$ cat config.mk
export PLATFORM = sky130hd
export DESIGN_NAME = pll_lock_reset_seq
export DESIGN_NICKNAME = d
export VERILOG_FILES = /design/src/rtl/ccc_rst_pkg.sv /design/src/rtl/sync_2ff.sv /design/src/rtl/pll_lock_reset_seq.sv
export SDC_FILE = /design/constraint.sdc
export NUM_CORES = 1
export LEC_CHECK = 0
export ABC_AREA = 1
export CAP_MARGIN = 20
export CORE_UTILIZATION = 55
export CTS_CLUSTER_SIZE = 14
export DETAILED_ROUTE_END_ITERATION = 6
export PLACE_DENSITY = 0.78
export SYNTH_ARGS = -nofsm -noshare
export SYNTH_HDL_FRONTEND = slang
export SYNTH_SLANG_ARGS = --single-unit
$ cat constraint.sdc
create_clock -name CLK -period 1.45 [get_ports CLK]
set_input_delay 0.2175 -clock CLK [delete_from_list [all_inputs] [get_ports CLK]]
set_output_delay 0.2175 -clock CLK [all_outputs]
set_load 0.005 [all_outputs]
$ cat src/rtl/ccc_rst_pkg.sv
// rtl/ccc_rst_pkg.sv - shared state encoding and defaults for the CCC fabric reset sequencer
package ccc_rst_pkg;

  localparam logic [1:0] WAIT_LOCK = 2'd0;
  localparam logic [1:0] STABILIZE = 2'd1;
  localparam logic [1:0] HOLD      = 2'd2;
  localparam logic [1:0] RUN       = 2'd3;

  localparam int DEF_LOCK_STABLE_CYCLES = 1024;
  localparam int DEF_RESET_HOLD_CYCLES  = 16;
  localparam int DEF_LOSS_CNT_W         = 8;

  typedef enum logic [1:0] {
    ST_WAIT_LOCK = WAIT_LOCK,
    ST_STABILIZE = STABILIZE,
    ST_HOLD      = HOLD,
    ST_RUN       = RUN
  } state_t;

  function automatic int max_int(input int a, input int b);
    return (a > b) ? a : b;
  endfunction

endpackage

$ cat src/rtl/sync_2ff.sv
// rtl/sync_2ff.sv - generic two-flop synchroniser with asynchronous active-high reset to 0
module sync_2ff #(
  parameter int W = 1
) (
  input  logic         i_clk,
  input  logic         i_rst,
  input  logic [W-1:0] i_d,
  output logic [W-1:0] o_q
);

  logic [W-1:0] r_meta;
  logic [W-1:0] r_sync;

  always_ff @(posedge i_clk or posedge i_rst) begin
    if (i_rst) begin
      r_meta <= '0;
      r_sync <= '0;
    end else begin
      r_meta <= i_d;
      r_sync <= r_meta;
    end
  end

  assign o_q = r_sync;

endmodule

$ cat src/rtl/pll_lock_reset_seq.sv
// rtl/pll_lock_reset_seq.sv - qualifies PLL lock and sequences the fabric reset for the PLL clock domain
module pll_lock_reset_seq
  import ccc_rst_pkg::*;
#(
  parameter int LOCK_STABLE_CYCLES = DEF_LOCK_STABLE_CYCLES,
  parameter int RESET_HOLD_CYCLES  = DEF_RESET_HOLD_CYCLES,
  parameter int LOSS_CNT_W         = DEF_LOSS_CNT_W
) (
  input  logic                  CLK,
  input  logic                  RESET,
  input  logic                  PLL_LOCK,
  input  logic                  CLEAR_STICKY,
  output logic                  FABRIC_RESET,
  output logic                  READY,
  output logic                  LOCK_LOST,
  output logic [LOSS_CNT_W-1:0] LOSS_CNT
);

  localparam int CNT_W = $clog2(max_int(LOCK_STABLE_CYCLES, RESET_HOLD_CYCLES) + 1);
  localparam logic [CNT_W-1:0] STABLE_LAST = CNT_W'(LOCK_STABLE_CYCLES - 1);
  localparam logic [CNT_W-1:0] HOLD_LAST   = CNT_W'(RESET_HOLD_CYCLES - 1);

  logic                  w_lock_s;
  logic                  w_loss;
  state_t                r_state;
  state_t                w_state_nxt;
  logic [CNT_W-1:0]      r_cnt;
  logic [CNT_W-1:0]      w_cnt_nxt;
  logic                  r_fabric_reset;
  logic                  r_ready;
  logic                  r_lock_lost;
  logic [LOSS_CNT_W-1:0] r_loss_cnt;

  sync_2ff #(.W(1)) u_lock_sync (
    .i_clk (CLK),
    .i_rst (RESET),
    .i_d   (PLL_LOCK),
    .o_q   (w_lock_s)
  );

  // Lock loss is tested before terminal count so a drop always wins.
  always_comb begin
    w_state_nxt = r_state;
    w_cnt_nxt   = '0;
    case (r_state)
      ST_WAIT_LOCK: begin
        if (w_lock_s) w_state_nxt = ST_STABILIZE;
      end
      ST_STABILIZE: begin
        if (!w_lock_s)                 w_state_nxt = ST_WAIT_LOCK;
        else if (r_cnt == STABLE_LAST) w_state_nxt = ST_HOLD;
        else                           w_cnt_nxt   = r_cnt + CNT_W'(1);
      end
      ST_HOLD: begin
        if (!w_lock_s)               w_state_nxt = ST_WAIT_LOCK;
        else if (r_cnt == HOLD_LAST) w_state_nxt = ST_RUN;
        else                         w_cnt_nxt   = r_cnt + CNT_W'(1);
      end
      ST_RUN: begin
        if (!w_lock_s) w_state_nxt = ST_WAIT_LOCK;
      end
      default: w_state_nxt = ST_WAIT_LOCK;
    endcase
  end

  assign w_loss = (r_state == ST_RUN) && !w_lock_s;

  always_ff @(posedge CLK or posedge RESET) begin
    if (RESET) begin
      r_state        <= ST_WAIT_LOCK;
      r_cnt          <= '0;
      r_fabric_reset <= 1'b1;
      r_ready        <= 1'b0;
    end else begin
      r_state        <= w_state_nxt;
      r_cnt          <= w_cnt_nxt;
      r_fabric_reset <= (w_state_nxt != ST_RUN);
      r_ready        <= (w_state_nxt == ST_RUN);
    end
  end

  // A loss in the same cycle as a clear request keeps the flag set.
  always_ff @(posedge CLK or posedge RESET) begin
    if (RESET) begin
      r_lock_lost <= 1'b0;
      r_loss_cnt  <= '0;
    end else begin
      if (w_loss)            r_lock_lost <= 1'b1;
      else if (CLEAR_STICKY) r_lock_lost <= 1'b0;
      if (w_loss && (r_loss_cnt != '1))
        r_loss_cnt <= r_loss_cnt + LOSS_CNT_W'(1);
    end
  end

  assign FABRIC_RESET = r_fabric_reset;
  assign READY        = r_ready;
  assign LOCK_LOST    = r_lock_lost;
  assign LOSS_CNT     = r_loss_cnt;

endmodule

Run 1, I/O pins on the die edge:
Drawn at 8 px/um. Pins as bars across the die edge, other pins in grey.
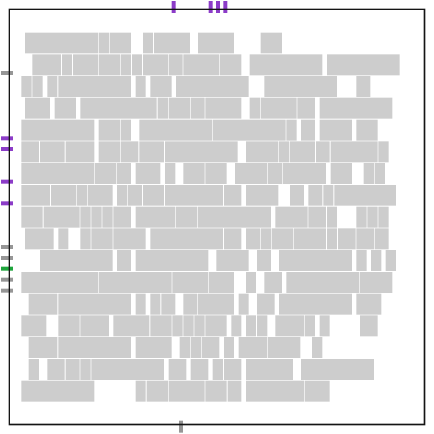
Purple is `LOSS_CNT`, pins 8, direction output, edge 4 left, 4 top. Green is `PLL_LOCK`, pins 1, direction input, edge left.
All pins by edge: 10 left, 4 top, 1 bottom.

Run 1, signal wires by layer:
Drawn at 6 px/um. Two of the layers only.
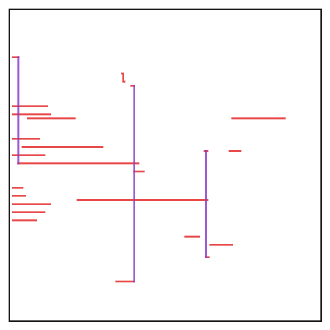
Purple is metal 4, wire length 68.0 um. Red is metal 3, wire length 128 um.

==> reports/metrics.csv, run 1 <==
stage,metric,value,unit
outcome,outcome,"finished, violations left",
outcome,failing checks,setup timing,
synth,Syn Area/Cell,8.89,um2
synth,Syn Inst Count,153,
synth,Flops after synth,26,
clock_network,H-tree depth,1,
timing,final max-slew violation count,0,
critical_path,Max Fanout on Critical Path,8,
route,met2 wire len,1.68,mm
worst_hold_path,Hold/Removal Path Class,primary input to async pin,
power,LEAKAGE,0.960,nW
finish,share of layout cells above drive strength 1,0.319,
route,top sig layer,met4,
route,Met1 Wirelength,1.25,mm
global_route,largest net degree at the start of global routing,19,
power,PD cells,818,mW/mm2
timing,final hold violations,0,
timing,Peak Freq,685,MHz
timing,final setup fails,2,
route,Via density,5.41,
die,# rows,17,
route,Routed WL,3.13,mm
critical_path,Critical-path top delay cell,dfrtp_1,
synth,Cell Type Count,22,
global_route,initial antenna violation count,0,
critical_path,Worst Path Buf+Inv,0,
synth,Post-synth seq share,0.479,
timing,post-route setup slack,-0.00908,ns
die,CORE AREA,0.00228,mm2
die,Horiz. Die Dim,51.7,um
die,fp_density,0.598,
timing,clock skew,0.00803,ns
timing,Tcrit/Tclk final,1.01,
critical_path,CP cell instances,ha_2 > nand2_2 > nor2_4 > nand3_2 > nand2_4 > nand2_4 > nand2_8 > nor3b_2,
clock_network,CTS tree,built,
critical_path,CP Launch Type,flip-flop,
finish,Sequential Area,653,um2
synth,ys async rst share,1.00,
placement,dpl cells,199,
timing,Rel. slew slack,0.718,
power,VDD IR max,0.918,mV
route,Iteration-0 DRC Markers,17,
synth,post-synthesis cell area,0.00136,mm2
critical_path,CP dominant cell by count,nand2_4,
critical_path,CP required,1.68,ns
placement,dpl hpwl,1.94,mm
finish,Comb gate area,767,um2
placement,Placement Setup Slack,0.00115,ns
timing,RSZ-0062 raised after global routing,true,
route,WL met3,128,um
finish,Top cell excl fill/tap,nand2_1,
placement,Placer Congestion,0.866,
global_route,first-pass GRT wire length,4.64,mm
global_route,vias in the first global route,1141,
synth,Yosys Instances,153,
die,height of the die,51.7,um
critical_path,CP arrival,1.69,ns
finish,Nets,202,
clock_network,Clock Tree Root,clkbuf_4,
timing,Worst-Margin Slew,0.422,ns
finish,area grow syn2layout,37.7,%
finish,n_diodes,0,
route,Via Count,1185,
critical_path,critical path endpoint category,flip-flop,
synth,Post-synth EDFFs,0,
synth,YS warnings,0,
clock_network,clock tree buffer depth,2,
critical_path,Worst path max stage delay,0.41,ns
synth,synthesis area per yosys,0.00136,mm2
route,router iterations before antenna repair,4,
finish,Non-Filler Instances,219,
route,routed len/inst,14.3,um
Run 1, clock nets:
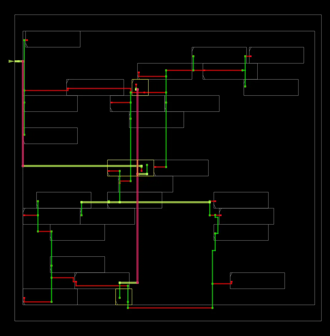
CTS Buf Count: 3
Flops: 26
clock sink count: 26
clk ins delay skew pair: 0.33 ns

run 1: worst reg2reg max path, cell delays in order (launching register included):
cell and delay (ns):
dfrtp_1 0.41, ha_2 0.22, nand2_2 0.08, nor2_4 0.17, nand3_2 0.10, nand2_4 0.10
nand2_4 0.08, nand2_8 0.15, nor3b_2 0.06
run 1: Yosys cell counts, types with 4 or more instances:
library cell,count,share of area
nand2_1,33,0.091
nand3_1,12,0.044
dfrtp_1,25,0.46
ha_1,6,0.055
inv_1,14,0.039
nand4_1,4,0.018
xnor2_1,5,0.032
nor2_1,18,0.050
xor2_1,7,0.045
nand2_2,8,0.037
run 1: power breakdown:
group / total, W / internal (W) / switching [W] / leakage [nW]
combinational: 0.000389 / 0.000135 / 0.000254 / 0.588
clock: 0.000374 / 0.000154 / 0.000220 / 0.0210
sequential: 0.000769 / 0.000750 / 0.0000195 / 0.351
total: 0.00153 / 0.00104 / 0.000493 / 0.960
run 1: per-stage QoR:
stage	utilization	power, W	hold slack (ns)
4_1_cts	0.736	0.00142	0.159
5_1_grt	0.823	0.00160	0.182
6_report	0.823	0.00153	0.153
3_5_place_dp	0.693	0.00105	0.340
2_1_floorplan	-	0.000975	0.249
3_3_place_gp	0.693	0.00103	0.332
run 1: area by class of cell:
type	instances	share of cell area
clock buffers	4	0.0194
multi-input cells	110	0.409
well taps	28	0.0187
flip-flops and latches	26	0.349
inverters	17	0.0354
repair buffers	34	0.168
run 1: sequential cells by signal, indices dropped and copies added, names as in the netlist:
signal	flops
LOSS_CNT	8
u_lock_sync.r_meta	1
r_state	2
READY	1
FABRIC_RESET	1
r_cnt	11
u_lock_sync.o_q	1
LOCK_LOST	1
run 1: cell families (layout without fill, tap and decap cells):
logic type,after synthesis,count (layout),synth area share
compound gates,6,6,0.0239
simple gates,86,86,0.317
fa+ha+maj,6,6,0.0552
flops,26,26,0.479
buf+inv,17,55,0.0469
xor+xnor,12,12,0.0773
run 1: layer usage:
| metal | vias up | track usage |
|---|---|---|
| li1 | 566 | - |
| met1 | 578 | 0.270 |
| met2 | 34 | 0.433 |
| met3 | 7 | 0.0351 |
| met4 | 0 | 0.131 |
| met5 | - | 0 |
run 1: what timing repair did:
action,4_1_cts,5_1_grt
pin swaps,0,14
setup endpoints to repair,17,27
resized,7,34
buffers inserted,7,9
run 1: path summary, 6_finish.rpt:
| path | cells after the start | slack, ns | end | startpoint |
|---|---|---|---|---|
| setup reg to reg | 8 | -0.009 | r_cnt[2] | r_cnt[1] |
| setup / recovery | 8 | -0.009 | r_cnt[2] | r_cnt[1] |
| hold / removal | 2 | 0.15 | LOCK_LOST | RESET |
| hold reg to reg | 0 | 0.37 | u_lock_sync.o_q | u_lock_sync.r_meta |
| max in group asynchronous | 3 | 0.85 | LOSS_CNT[2] | RESET |
| min in group CLK | 1 | 0.31 | u_lock_sync.r_meta | PLL_LOCK |
Run 1, gate-type map:
Drawn at 8 px/um.
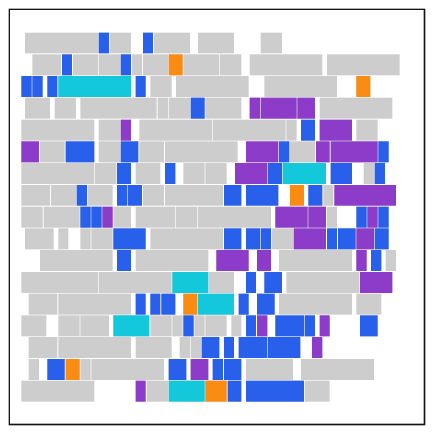

==> inputs of run 2 (changes only) <==
- GPL_TIMING_DRIVEN: not set -> 0
Run 2, gate-type map:
Drawn at 8 px/um.
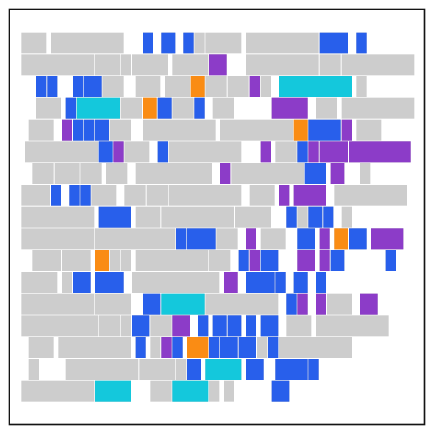
Cyan is fa/ha/maj cells, cells 6, most used ha_1. Purple is nor cells, cells 26, most used nor2_1. Orange is aoi and oai cells, cells 6, most used o21ai_0. Blue is nand cells, cells 60, most used nand2_1.
Non-Filler Instances: 217
Comb/total area: 0.389

==> reports/metrics.csv, run 2 <==
stage,metric,value,unit,change
die,CORE AREA,0.00228,mm2,unchanged
outcome,failing checks,setup timing,,unchanged
critical_path,RR Endpoint,LOSS_CNT[6],,was r_cnt[2]
timing,final hold violations,0,,unchanged
synth,main flop type after synthesis,dfrtp_1,,unchanged
synth,top post-synthesis cells by count,"nand2_1, dfrtp_1, nor2_1",,unchanged
route,routed len/inst,15.4,um,was 14.3 um
critical_path,Setup crit end,LOSS_CNT[6],,was r_cnt[2]
synth,Synth area leader,dfrtp_1,,unchanged
power,clock share of power,0.317,,was 0.244
power,PD cells,899,mW/mm2,was 818 mW/mm2
synth,Syn Inst Count,153,,unchanged
global_route,largest net degree at the start of global routing,27,,was 19
worst_hold_path,Hold/Removal Path Class,primary input to async pin,,unchanged
finish,Sequential Area,653,um2,unchanged
finish,most flop-heavy register,r_cnt,,unchanged
route,Iteration-0 DRC Markers,21,,was 17
power,Int Pwr,0.00116,W,was 0.00104 W
clock_network,H-tree depth,1,,unchanged
finish,n_diodes,0,,unchanged
timing,Rel. slew slack,0.732,,was 0.718
timing,Tcrit/Tclk final,1.02,,was 1.01
critical_path,CP Launch Type,flip-flop,,unchanged
global_route,initial antenna violation count,0,,unchanged
finish,Top cell excl fill/tap,nand2_1,,unchanged
clock_network,clk ins delay skew pair,0.34,ns,was 0.33 ns
finish,area grow syn2layout,33.8,%,was 37.7%
synth,top cell type by instance count after synthesis,nand2_1,,unchanged
timing,Worst-Margin Slew,0.401,ns,was 0.422 ns
finish,Nets,200,,was 202
critical_path,CP required,1.72,ns,was 1.68 ns
clock_network,CTS Buf Count,3,,unchanged
synth,ys async rst share,1.00,,unchanged
critical_path,CP arrival,1.75,ns,was 1.69 ns
power,Sw Ratio,0.291,,was 0.322
route,Routed WL,3.34,mm,was 3.13 mm
synth,Post-synth EDFFs,0,,unchanged
synth,Syn Area/Cell,8.89,um2,unchanged
placement,Placer Congestion,0.820,,was 0.866
clock_network,CTS tree,built,,unchanged
timing,clock skew,0.00764,ns,was 0.00803 ns
clock_network,clk slew on worst S/H paths,0.16,ns,was 0.14 ns
critical_path,Setup CP Type,flip-flop to flip-flop,,unchanged
critical_path,Critical path origin,LOSS_CNT[0],,was r_cnt[1]
timing,final setup fails,2,,unchanged
die,height of the die,51.7,um,unchanged
power,Logic pwr share,0.211,,was 0.254
power,sequential share of power,0.472,,was 0.502
finish,post-layout util,0.799,,was 0.823
timing,Final Critical Period,1.48,ns,was 1.46 ns
synth,post-synthesis cell area,0.00136,mm2,unchanged
timing,Peak Freq,675,MHz,was 685 MHz
power,VDD IR max,0.915,mV,was 0.918 mV
outcome,outcome,"finished, violations left",,unchanged
global_route,vias in the first global route,1157,,was 1141
synth,Flops after synth,26,,unchanged
synth,Synth top area share,0.460,,unchanged
critical_path,r2r startpoint,LOSS_CNT[0],,was r_cnt[1]
route,Via density,5.31,,was 5.41
timing,RSZ-0062 raised after global routing,true,,unchanged
clock_network,clock sink count,26,,unchanged
timing,final hold slack,0.139,ns,was 0.153 ns
critical_path,flop-to-flop setup slack,-0.03,ns,was -0.009 ns
synth,Yosys Instances,153,,unchanged
power,LEAKAGE,1.01,nW,was 0.960 nW
critical_path,worst reg2reg path depth,8,,unchanged
finish,fin area,0.00182,mm2,was 0.00187 mm2
clock_network,clock tree buffer depth,2,,unchanged
timing,post-route setup slack,-0.0324,ns,was -0.00908 ns
critical_path,critical path endpoint category,flip-flop,,unchanged
finish,# fillers,133,,was 122
synth,Cell area leaders,"dfrtp_1, nand2_1, ha_1, nor2_1, xor2_1",,unchanged
synth,YS warnings,0,,unchanged
finish,number of flip-flops in the largest register,11,,unchanged
synth,synthesis area per yosys,0.00136,mm2,unchanged
placement,dpl hpwl,1.79,mm,was 1.94 mm
finish,share of layout cells above drive strength 1,0.286,,was 0.319
route,Via Count,1153,,was 1185
finish,Comb gate area,707,um2,was 767 um2
synth,Post-synth seq share,0.479,,unchanged
die,# rows,17,,unchanged
global_route,first-pass GRT wire length,4.53,mm,was 4.64 mm
timing,final max-slew violation count,0,,unchanged
die,fp_density,0.598,,unchanged
critical_path,Max Fanout on Critical Path,7,,was 8
die,Horiz. Die Dim,51.7,um,unchanged
synth,Cell Type Count,22,,unchanged
power,P_sw,0.000476,W,was 0.000493 W
clock_network,Clock Tree Root,clkbuf_4,,unchanged
route,router iterations before antenna repair,4,,unchanged
run 2: cell counts after synthesis:
Identical to the previous run, type by type.
run 2: per-layer routing:
| layer | track usage | part of all wire | vias to the layer above |
|---|---|---|---|
| met1 | 0.251 | 0.39 | 564 |
| met4 | 0.0721 | 0.016 | 0 |
| met5 | 0 | 0 | - |
| li1 | - | - | 556 |
| met2 | 0.435 | 0.56 | 26 |
| met3 | 0.0556 | 0.033 | 7 |
run 2: stage by stage:
step	total power, W	instances	TNS (ns)	worst slack (ns)
after floorplan	0.000975	153	0	0.138
after global placement	0.00102	195	-0.0826	-0.0201
after CTS	0.00157	208	0	0.00129
final	0.00164	217	-0.0362	-0.0324
after detailed placement	0.00102	195	-0.356	-0.0542
after global routing	0.00171	217	-0.571	-0.0935
run 2: critical path, cell delays in order (launching register included):
cell and delay, ns:
dfrtp_1 0.43, ha_2 0.22, nand2_1 0.09, nor2_2 0.16
nand3_2 0.11, nand2_4 0.10, inv_2 0.07, nand2_1 0.09
xnor2_1 0.13
run 2: layout make-up:
cell class              instances  area share
inverters                      17      0.0351
flip-flops and latches         26       0.359
clock inverters                 1      0.0165
multi-input cells             110       0.389
clock buffers                   3      0.0124
repair buffers                 32       0.169
well taps                      28      0.0193
run 2: power groups by stage:
stage / clock network (W) / logic [W] / registers (W)
global placement: 0 / 0.000230 / 0.000788
detailed placement: 0 / 0.000235 / 0.000790
floorplan: 0 / 0.000191 / 0.000783
finish: 0.000519 / 0.000345 / 0.000772
global route: 0.000554 / 0.000385 / 0.000775
CTS: 0.000512 / 0.000296 / 0.000763
run 2: kinds of logic after synthesis:
| group | Yosys count | synth area share |
|---|---|---|
| flops | 26 | 0.479 |
| xor+xnor | 12 | 0.0773 |
| buf+inv | 17 | 0.0469 |
| fa+ha+maj | 6 | 0.0552 |
| simple gates | 86 | 0.317 |
| compound gates | 6 | 0.0239 |
run 2: worst min path at each step:
stage | startpoint | to | cells after the start
CTS | PLL_LOCK | u_lock_sync.r_meta | 1
global placement | u_lock_sync.r_meta | u_lock_sync.o_q | 0
finish | RESET | LOSS_CNT[0] | 2
global route | RESET | LOSS_CNT[0] | 2
detailed placement | u_lock_sync.r_meta | u_lock_sync.o_q | 0
floorplan | PLL_LOCK | u_lock_sync.r_meta | 0
run 2: repair_timing:
action,in CTS,in global routing
setup buffers,9,8
pin swaps,0,7
endpoints found under the setup margin,20,28
gates resized,6,22
cloned,0,0
No activity file was given, so power comes from the tool's default toggle rates.
